`src/rtl/mips_pkg.sv`:
```
// mips_pkg
// Shared definitions for the MIPS-subset decode stage.
//   - Primary opcode and R-type funct codes of the supported instructions.
//   - ALU operation encoding carried to the execute stage on alu_op_ex.
//   - Link register index used by JAL.
//   - ctrl_t: per-instruction control bundle produced by the decoder.
// No ports; imported with import mips_pkg::*.
package mips_pkg;

    // Primary opcodes (ir[31:26])
    localparam logic [5:0] OP_RTYPE = 6'h00;
    localparam logic [5:0] OP_J     = 6'h02;
    localparam logic [5:0] OP_JAL   = 6'h03;
    localparam logic [5:0] OP_BEQ   = 6'h04;
    localparam logic [5:0] OP_BNE   = 6'h05;
    localparam logic [5:0] OP_ADDIU = 6'h09;
    localparam logic [5:0] OP_SLTI  = 6'h0A;
    localparam logic [5:0] OP_ANDI  = 6'h0C;
    localparam logic [5:0] OP_ORI   = 6'h0D;
    localparam logic [5:0] OP_XORI  = 6'h0E;
    localparam logic [5:0] OP_LUI   = 6'h0F;
    localparam logic [5:0] OP_LW    = 6'h23;
    localparam logic [5:0] OP_SW    = 6'h2B;

    // R-type funct codes (ir[5:0])
    localparam logic [5:0] FN_SLL   = 6'h00;
    localparam logic [5:0] FN_SRL   = 6'h02;
    localparam logic [5:0] FN_SRA   = 6'h03;
    localparam logic [5:0] FN_JR    = 6'h08;
    localparam logic [5:0] FN_ADDU  = 6'h21;
    localparam logic [5:0] FN_SUBU  = 6'h23;
    localparam logic [5:0] FN_AND   = 6'h24;
    localparam logic [5:0] FN_OR    = 6'h25;
    localparam logic [5:0] FN_XOR   = 6'h26;
    localparam logic [5:0] FN_NOR   = 6'h27;
    localparam logic [5:0] FN_SLT   = 6'h2A;

    // Link register written by JAL
    localparam logic [4:0] REG_RA = 5'd31;

    // ALU operation encoding seen by the execute stage
    typedef enum logic [3:0] {
        ALU_ADD  = 4'd0,
        ALU_SUB  = 4'd1,
        ALU_AND  = 4'd2,
        ALU_OR   = 4'd3,
        ALU_XOR  = 4'd4,
        ALU_NOR  = 4'd5,
        ALU_SLT  = 4'd6,
        ALU_SLL  = 4'd7,
        ALU_SRL  = 4'd8,
        ALU_SRA  = 4'd9,
        ALU_LUI  = 4'd10,
        ALU_PASS = 4'd11
    } alu_op_e;

    // Control bundle for one decoded instruction
    typedef struct packed {
        alu_op_e alu_op;
        logic    alu_src;
        logic    writes;
        logic    mem_read;
        logic    mem_write;
        logic    legal;
    } ctrl_t;

endpackage

```
`src/rtl/regfile.sv`:
```
// regfile
// 2-read / 1-write register file with r0 hard-wired to zero.
// Reads are asynchronous; a read of the register being written in the same
// cycle returns the incoming write data so decode sees writeback results
// without an extra cycle.
// Ports:
//   clk, rst_n          clock / asynchronous active-low reset (clears all regs)
//   rs_addr, rt_addr    read indices
//   rs_data, rt_data    read data (combinational)
//   we, waddr, wdata    synchronous write port, ignored for r0
module regfile
    import mips_pkg::*;
#(
    parameter int WORD_WIDTH = 32,
    parameter int REG_BITS   = 5
) (
    input  logic                  clk,
    input  logic                  rst_n,
    input  logic [REG_BITS-1:0]   rs_addr,
    input  logic [REG_BITS-1:0]   rt_addr,
    output logic [WORD_WIDTH-1:0] rs_data,
    output logic [WORD_WIDTH-1:0] rt_data,
    input  logic                  we,
    input  logic [REG_BITS-1:0]   waddr,
    input  logic [WORD_WIDTH-1:0] wdata
);

    localparam int NUM_REGS = 2 ** REG_BITS;

    logic [WORD_WIDTH-1:0] regs_q [NUM_REGS];
    logic [WORD_WIDTH-1:0] regs_d [NUM_REGS];
    logic                  write_ok;

    // r0 is never written so it keeps its reset value of zero
    assign write_ok = we && (waddr != '0);

    always_comb begin
        regs_d = regs_q;
        if (write_ok) begin
            regs_d[waddr] = wdata;
        end
    end

    always_ff @(posedge clk or negedge rst_n) begin
        if (!rst_n) begin
            for (int i = 0; i < NUM_REGS; i++) begin
                regs_q[i] <= '0;
            end
        end else begin
            regs_q <= regs_d;
        end
    end

    // Write-through: the value being written this cycle wins over the stored one
    always_comb begin
        if (rs_addr == '0) begin
            rs_data = '0;
        end else if (write_ok && (waddr == rs_addr)) begin
            rs_data = wdata;
        end else begin
            rs_data = regs_q[rs_addr];
        end
    end

    always_comb begin
        if (rt_addr == '0) begin
            rt_data = '0;
        end else if (write_ok && (waddr == rt_addr)) begin
            rt_data = wdata;
        end else begin
            rt_data = regs_q[rt_addr];
        end
    end

endmodule

```
`src/rtl/decode.sv`:
```
// decode
// Instruction-decode stage of the MIPS-subset pipeline. Decodes ir_id, reads
// operands from the register file, resolves jumps/branches combinationally
// for fetch, and registers controls and operands into the ID/EX register.
// Ports:
//   clk, rst_n                 clock / asynchronous active-low reset
//   pc_id, ir_id               word address and instruction from fetch
//   wb_we, wb_addr, wb_data    writeback port into the register file
//   jump, target               same-cycle redirect to fetch
//   pc_ex .. illegal_ex        ID/EX pipeline register outputs
module decode
    import mips_pkg::*;
#(
    parameter int WORD_WIDTH = 32,
    parameter int REG_BITS   = 5
) (
    input  logic                  clk,
    input  logic                  rst_n,
    input  logic [WORD_WIDTH-1:0] pc_id,
    input  logic [31:0]           ir_id,
    input  logic                  wb_we,
    input  logic [REG_BITS-1:0]   wb_addr,
    input  logic [WORD_WIDTH-1:0] wb_data,
    output logic                  jump,
    output logic [WORD_WIDTH-1:0] target,
    output logic [WORD_WIDTH-1:0] pc_ex,
    output logic [WORD_WIDTH-1:0] rs_data_ex,
    output logic [WORD_WIDTH-1:0] rt_data_ex,
    output logic [WORD_WIDTH-1:0] imm_ex,
    output logic [4:0]            shamt_ex,
    output logic [REG_BITS-1:0]   dst_ex,
    output logic [3:0]            alu_op_ex,
    output logic                  alu_src_ex,
    output logic                  reg_write_ex,
    output logic                  mem_read_ex,
    output logic                  mem_write_ex,
    output logic                  illegal_ex
);

    localparam int EXT_BITS = WORD_WIDTH - 16;

    typedef struct packed {
        logic [WORD_WIDTH-1:0] pc;
        logic [WORD_WIDTH-1:0] rs_data;
        logic [WORD_WIDTH-1:0] rt_data;
        logic [WORD_WIDTH-1:0] imm;
        logic [4:0]            shamt;
        logic [REG_BITS-1:0]   dst;
        logic [3:0]            alu_op;
        logic                  alu_src;
        logic                  reg_write;
        logic                  mem_read;
        logic                  mem_write;
        logic                  illegal;
    } idex_t;

    logic [5:0]            opcode;
    logic [5:0]            funct;
    logic [REG_BITS-1:0]   rs_idx;
    logic [REG_BITS-1:0]   rt_idx;
    logic [REG_BITS-1:0]   rd_idx;
    logic [15:0]           imm16;
    logic [WORD_WIDTH-1:0] imm_sext;
    logic [WORD_WIDTH-1:0] imm_zext;
    logic [WORD_WIDTH-1:0] imm_upper;
    logic [WORD_WIDTH-1:0] branch_target;
    logic [WORD_WIDTH-1:0] jump_target;
    logic [WORD_WIDTH-1:0] rs_val;
    logic [WORD_WIDTH-1:0] rt_val;
    logic                  operands_equal;
    logic                  is_nop;

    ctrl_t                 ctrl;
    logic [REG_BITS-1:0]   dst_sel;
    logic [WORD_WIDTH-1:0] imm_val;
    logic [4:0]            shamt_val;
    logic                  jump_raw;
    logic [WORD_WIDTH-1:0] target_raw;

    idex_t                 ex_d;
    idex_t                 ex_q;

    assign opcode    = ir_id[31:26];
    assign funct     = ir_id[5:0];
    assign rs_idx    = ir_id[25:21];
    assign rt_idx    = ir_id[20:16];
    assign rd_idx    = ir_id[15:11];
    assign imm16     = ir_id[15:0];
    assign is_nop    = (ir_id == 32'h0);

    assign imm_sext  = {{EXT_BITS{imm16[15]}}, imm16};
    assign imm_zext  = {{EXT_BITS{1'b0}}, imm16};
    assign imm_upper = {imm16, {EXT_BITS{1'b0}}};

    // Branch offsets are relative to the delay-slot address (pc+1)
    assign branch_target = pc_id + WORD_WIDTH'(1) + imm_sext;
    assign jump_target   = {pc_id[WORD_WIDTH-1:26], ir_id[25:0]};

    regfile #(
        .WORD_WIDTH (WORD_WIDTH),
        .REG_BITS   (REG_BITS)
    ) u_regfile (
        .clk     (clk),
        .rst_n   (rst_n),
        .rs_addr (rs_idx),
        .rt_addr (rt_idx),
        .rs_data (rs_val),
        .rt_data (rt_val),
        .we      (wb_we),
        .waddr   (wb_addr),
        .wdata   (wb_data)
    );

    assign operands_equal = (rs_val == rt_val);

    // Instruction decode: controls, destination, immediate and redirect
    always_comb begin
        ctrl.alu_op    = ALU_ADD;
        ctrl.alu_src   = 1'b0;
        ctrl.writes    = 1'b0;
        ctrl.mem_read  = 1'b0;
        ctrl.mem_write = 1'b0;
        ctrl.legal     = 1'b1;
        dst_sel        = '0;
        imm_val        = '0;
        shamt_val      = '0;
        jump_raw       = 1'b0;
        target_raw     = branch_target;

        case (opcode)
            OP_RTYPE: begin
                ctrl.writes = 1'b1;
                dst_sel     = rd_idx;
                case (funct)
                    FN_ADDU: ctrl.alu_op = ALU_ADD;
                    FN_SUBU: ctrl.alu_op = ALU_SUB;
                    FN_AND:  ctrl.alu_op = ALU_AND;
                    FN_OR:   ctrl.alu_op = ALU_OR;
                    FN_XOR:  ctrl.alu_op = ALU_XOR;
                    FN_NOR:  ctrl.alu_op = ALU_NOR;
                    FN_SLT:  ctrl.alu_op = ALU_SLT;
                    FN_SLL: begin
                        ctrl.alu_op = ALU_SLL;
                        shamt_val   = ir_id[10:6];
                    end
                    FN_SRL: begin
                        ctrl.alu_op = ALU_SRL;
                        shamt_val   = ir_id[10:6];
                    end
                    FN_SRA: begin
                        ctrl.alu_op = ALU_SRA;
                        shamt_val   = ir_id[10:6];
                    end
                    FN_JR: begin
                        ctrl.writes = 1'b0;
                        dst_sel     = '0;
                        jump_raw    = 1'b1;
                        target_raw  = rs_val;
                    end
                    default: begin
                        ctrl.writes = 1'b0;
                        ctrl.legal  = 1'b0;
                    end
                endcase
            end
            OP_ADDIU, OP_SLTI, OP_ANDI, OP_ORI, OP_XORI, OP_LUI, OP_LW: begin
                ctrl.alu_src = 1'b1;
                ctrl.writes  = 1'b1;
                dst_sel      = rt_idx;
                imm_val      = imm_sext;
                case (opcode)
                    OP_SLTI: ctrl.alu_op = ALU_SLT;
                    OP_ANDI: begin
                        ctrl.alu_op = ALU_AND;
                        imm_val     = imm_zext;
                    end
                    OP_ORI: begin
                        ctrl.alu_op = ALU_OR;
                        imm_val     = imm_zext;
                    end
                    OP_XORI: begin
                        ctrl.alu_op = ALU_XOR;
                        imm_val     = imm_zext;
                    end
                    OP_LUI: begin
                        ctrl.alu_op = ALU_LUI;
                        imm_val     = imm_upper;
                    end
                    OP_LW:   ctrl.mem_read = 1'b1;
                    default: ctrl.alu_op = ALU_ADD;
                endcase
            end
            OP_SW: begin
                ctrl.alu_src   = 1'b1;
                ctrl.mem_write = 1'b1;
                imm_val        = imm_sext;
            end
            OP_BEQ, OP_BNE: begin
                ctrl.alu_op = ALU_SUB;
                imm_val     = imm_sext;
                jump_raw    = (opcode == OP_BEQ) ? operands_equal : !operands_equal;
            end
            OP_J: begin
                jump_raw   = 1'b1;
                target_raw = jump_target;
            end
            OP_JAL: begin
                // Link value skips the delay slot
                ctrl.alu_op  = ALU_PASS;
                ctrl.alu_src = 1'b1;
                ctrl.writes  = 1'b1;
                dst_sel      = REG_RA;
                imm_val      = pc_id + WORD_WIDTH'(2);
                jump_raw     = 1'b1;
                target_raw   = jump_target;
            end
            default: ctrl.legal = 1'b0;
        endcase

        // The all-zero word would otherwise decode as SLL r0; keep it a clean bubble
        if (is_nop) begin
            ctrl.alu_op = ALU_ADD;
        end
    end

    // Redirect is held off while the pipeline is in reset
    assign jump   = rst_n && jump_raw;
    assign target = rst_n ? target_raw : '0;

    // ID/EX next-state; unsupported opcodes leave only pc and the illegal flag
    always_comb begin
        ex_d    = '0;
        ex_d.pc = pc_id;
        if (!ctrl.legal) begin
            ex_d.illegal = 1'b1;
        end else begin
            ex_d.rs_data   = rs_val;
            ex_d.rt_data   = rt_val;
            ex_d.imm       = imm_val;
            ex_d.shamt     = shamt_val;
            ex_d.alu_op    = ctrl.alu_op;
            ex_d.alu_src   = ctrl.alu_src;
            ex_d.mem_read  = ctrl.mem_read;
            ex_d.mem_write = ctrl.mem_write;
            ex_d.dst       = ctrl.writes ? dst_sel : '0;
            ex_d.reg_write = ctrl.writes && (dst_sel != '0);
        end
    end

    always_ff @(posedge clk or negedge rst_n) begin
        if (!rst_n) begin
            ex_q <= '0;
        end else begin
            ex_q <= ex_d;
        end
    end

    assign pc_ex        = ex_q.pc;
    assign rs_data_ex   = ex_q.rs_data;
    assign rt_data_ex   = ex_q.rt_data;
    assign imm_ex       = ex_q.imm;
    assign shamt_ex     = ex_q.shamt;
    assign dst_ex       = ex_q.dst;
    assign alu_op_ex    = ex_q.alu_op;
    assign alu_src_ex   = ex_q.alu_src;
    assign reg_write_ex = ex_q.reg_write;
    assign mem_read_ex  = ex_q.mem_read;
    assign mem_write_ex = ex_q.mem_write;
    assign illegal_ex   = ex_q.illegal;

endmodule

```
`config.mk`:
```
export PLATFORM = sky130hd
export DESIGN_NAME = decode
export DESIGN_NICKNAME = d
export VERILOG_FILES = /design/src/rtl/mips_pkg.sv /design/src/rtl/regfile.sv /design/src/rtl/decode.sv
export SDC_FILE = /design/constraint.sdc
export NUM_CORES = 2
export LEC_CHECK = 0
export ABC_AREA = 1
export CORE_MARGIN = 5
export CORE_UTILIZATION = 45
export CTS_CLUSTER_DIAMETER = 40
export DETAILED_ROUTE_END_ITERATION = 7
export PLACE_DENSITY = 0.69
export SETUP_SLACK_MARGIN = 0.05
export SYNTH_ARGS = -nofsm -noshare
export SYNTH_HDL_FRONTEND = slang
export SYNTH_SLANG_ARGS = --single-unit
```
`constraint.sdc`:
```
create_clock -name clk -period 6.67 [get_ports clk]
set_input_delay 1.334 -clock clk [delete_from_list [all_inputs] [get_ports clk]]
set_output_delay 1.334 -clock clk [all_outputs]
set_load 0.02 [all_outputs]
```
detail.png
Window x 184 to 214, y 263 to 293 µm. Cells in gray, sequential cells in the stronger gray; small squares are vias.
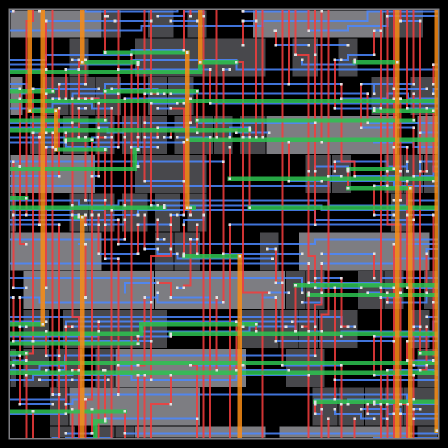
- orange: metal 4
- green: metal 3
- red: metal 2
- blue: metal 1
- most frequent: nand2_1 (16), o21ai_0 (11), dfrtp_1 (10)
- netlist names of flops here include: u_regfile.regs_q (10)
- sequential cells in the window: 10
- cells with their middle in the window: 71

congestion.png
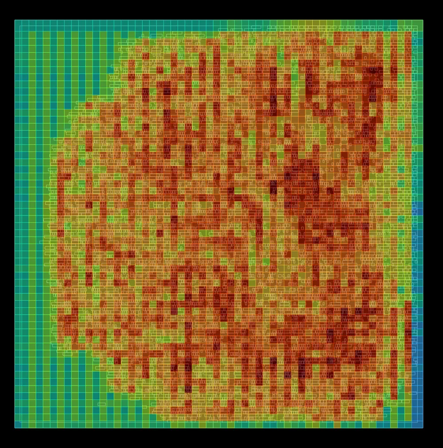
Global Route Usage Sum: 35.58%
Most Crowded Layer GR: met2

layer_met1.png
(1 px per µm) Supply wires on this layer in gray.
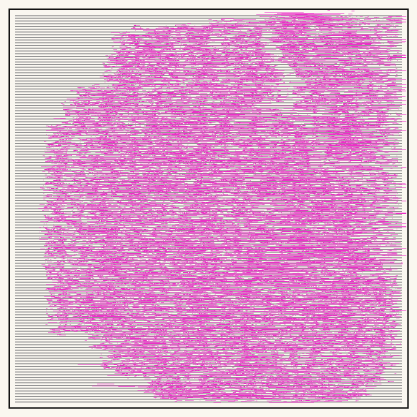
- share of all routed wire: 40%
- wire length on this layer: 116 mm
- longest straight run: 105 µm
- nets with wire on the layer: 8977
- main direction: horizontal

wires.png
(1 px per µm) Two of the layers only.
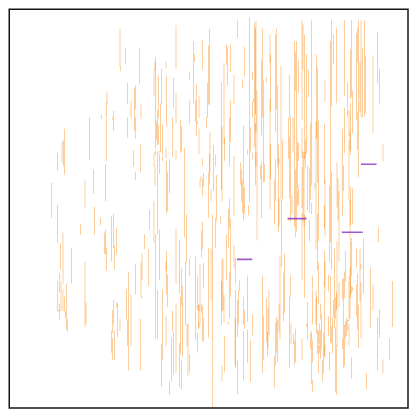
- orange: metal 4 (wire length 17800 µm)
- purple: metal 5 (wire length 64.4 µm)
Detailed Route WL: 287700 µm
wire per inst: 24.64 µm
Vias: 69840

==> flow_metrics.env <==
# physical design summary
export IMPL_drtIter0Drc=10700
export IMPL_placed_area_um2=72500
export IMPL_mux_area_share_pct=0
export IMPL_cpMaxStageDelayCell="clkdlybuf4s50_1"
export IMPL_maxPowerGroup="clock"
export IMPL_synthesis_yosys_warnings=0
export IMPL_post_cts_buffers=0
export IMPL_p_leak_nw=37.58
export IMPL_die_w_um=397.3
export IMPL_synth_area_um2=67510
export IMPL_final_cell_mix="2773 x nand2_1, 1252 x o21ai_0, 1171 x dfrtp_1, 1157 x nand3_1, 801 x inv_1"
export IMPL_critPathLaunch="ir_id[20]"
export IMPL_hold_viol=0
export IMPL_diodes=13
export IMPL_hold_buffers=0
export IMPL_drv_cap=0
export IMPL_fin_crit_sh_pct=99.95
export IMPL_fin_nets=9627
export IMPL_p_int_w=0.01638
export IMPL_cts_buffers=183
export IMPL_path_max_fanout=15
export IMPL_fin_util_pct=52.94
export IMPL_largest_cell_class="logic gates"
export IMPL_pre_cts_ws_ps=-20.18
export IMPL_clk_latency_ps=840
export IMPL_yosysTopAreaCell="dfrtp_1"
export IMPL_use_met1_pct=49.21
export IMPL_tns_ps=0
export IMPL_rows=142
export IMPL_pg_comb_w=0.00484
export IMPL_clock_area_share_pct=8.297
export IMPL_worstPathCellList="clkdlybuf4s50_1 > buf_4 > nor2_2 > buf_6 > nand2_1 > nor2_1 > nor2_1 > a21oi_1 > nand3_1 > nand2_1 > nand2_1 > nor2_1 > nand2_1 > nor2_1 > nand3_1 > nand3_1 > nand2_1 > inv_1 > clkdlybuf4s50_1"
export IMPL_io_buffers=283
export IMPL_ys_chip_area_um2=67510
export IMPL_buf_share_pct=7.749
export IMPL_yosys_area_share_adder_pct=0.6227
export IMPL_global_route_usage_met2_pct=49.78
export IMPL_syn2layout_area_growth_pct=17.18
export IMPL_xor_area_share_pct=0.3503
export IMPL_drive_above_1_share_pct=8.109
export IMPL_initCoreUtil_pct=45.18
export IMPL_clk_pin_slew_ps=50
export IMPL_common_cells="2799 x nand2_1, 1254 x o21ai_0, 1171 x dfrtp_1"
export IMPL_ys_cells=9472
export IMPL_post_synth_top_count_cell="nand2_1"
export IMPL_final_area_um2=79110
export IMPL_htreeDepth=4
export IMPL_p_seq_share_pct=37.6
export IMPL_rr_worst_depth=11
export IMPL_signal_buffers=605
export IMPL_dr_wl_met2_um=116400
export IMPL_stdcell_count=11670
export IMPL_largest_reg_flops=1024
export IMPL_seq_share_pct=37.04
export IMPL_drc_errors=0
export IMPL_synth_simple_area_share_pct=27.78
export IMPL_wl_met1_um=115600
export IMPL_crit_top_cell="nand2_1"
export IMPL_grt_ovfl_total=0
export IMPL_outcome="finished clean"
export IMPL_setup_ws_ps=3.634
export IMPL_regArea_um2=29300
export IMPL_maxSlewHeadroom_pct=7.610
export IMPL_hpwl_um=181400
export IMPL_max_freq_ghz=0.1500
export IMPL_synthAoiAreaFrac_pct=17.60
export IMPL_die_h_um=397.3
export IMPL_grt_pass1_vias=64250
export IMPL_synth_edff_count=0
export IMPL_ys_seq_share_pct=43.41
export IMPL_total_power_w=0.02413
export IMPL_core_area_um2=149400
export IMPL_ant_nets=0
export IMPL_timing_rr_end="rs_data_ex[12]$_DFF_PN0_"
export IMPL_logic_family="simple AND/OR/NAND/NOR gates"
export IMPL_ff_type="dfrtp_1"
export IMPL_dp_cells=11320
export IMPL_use_met3_pct=10.70
export IMPL_grt_max_degree=183
export IMPL_num_multi_input_gates=6706
export IMPL_taps=2016
export IMPL_cp_top_family="buffers and inverters"
export IMPL_final_max_slew_viol_count=0
export IMPL_fillers=14150
export IMPL_crit_required_ps=5340
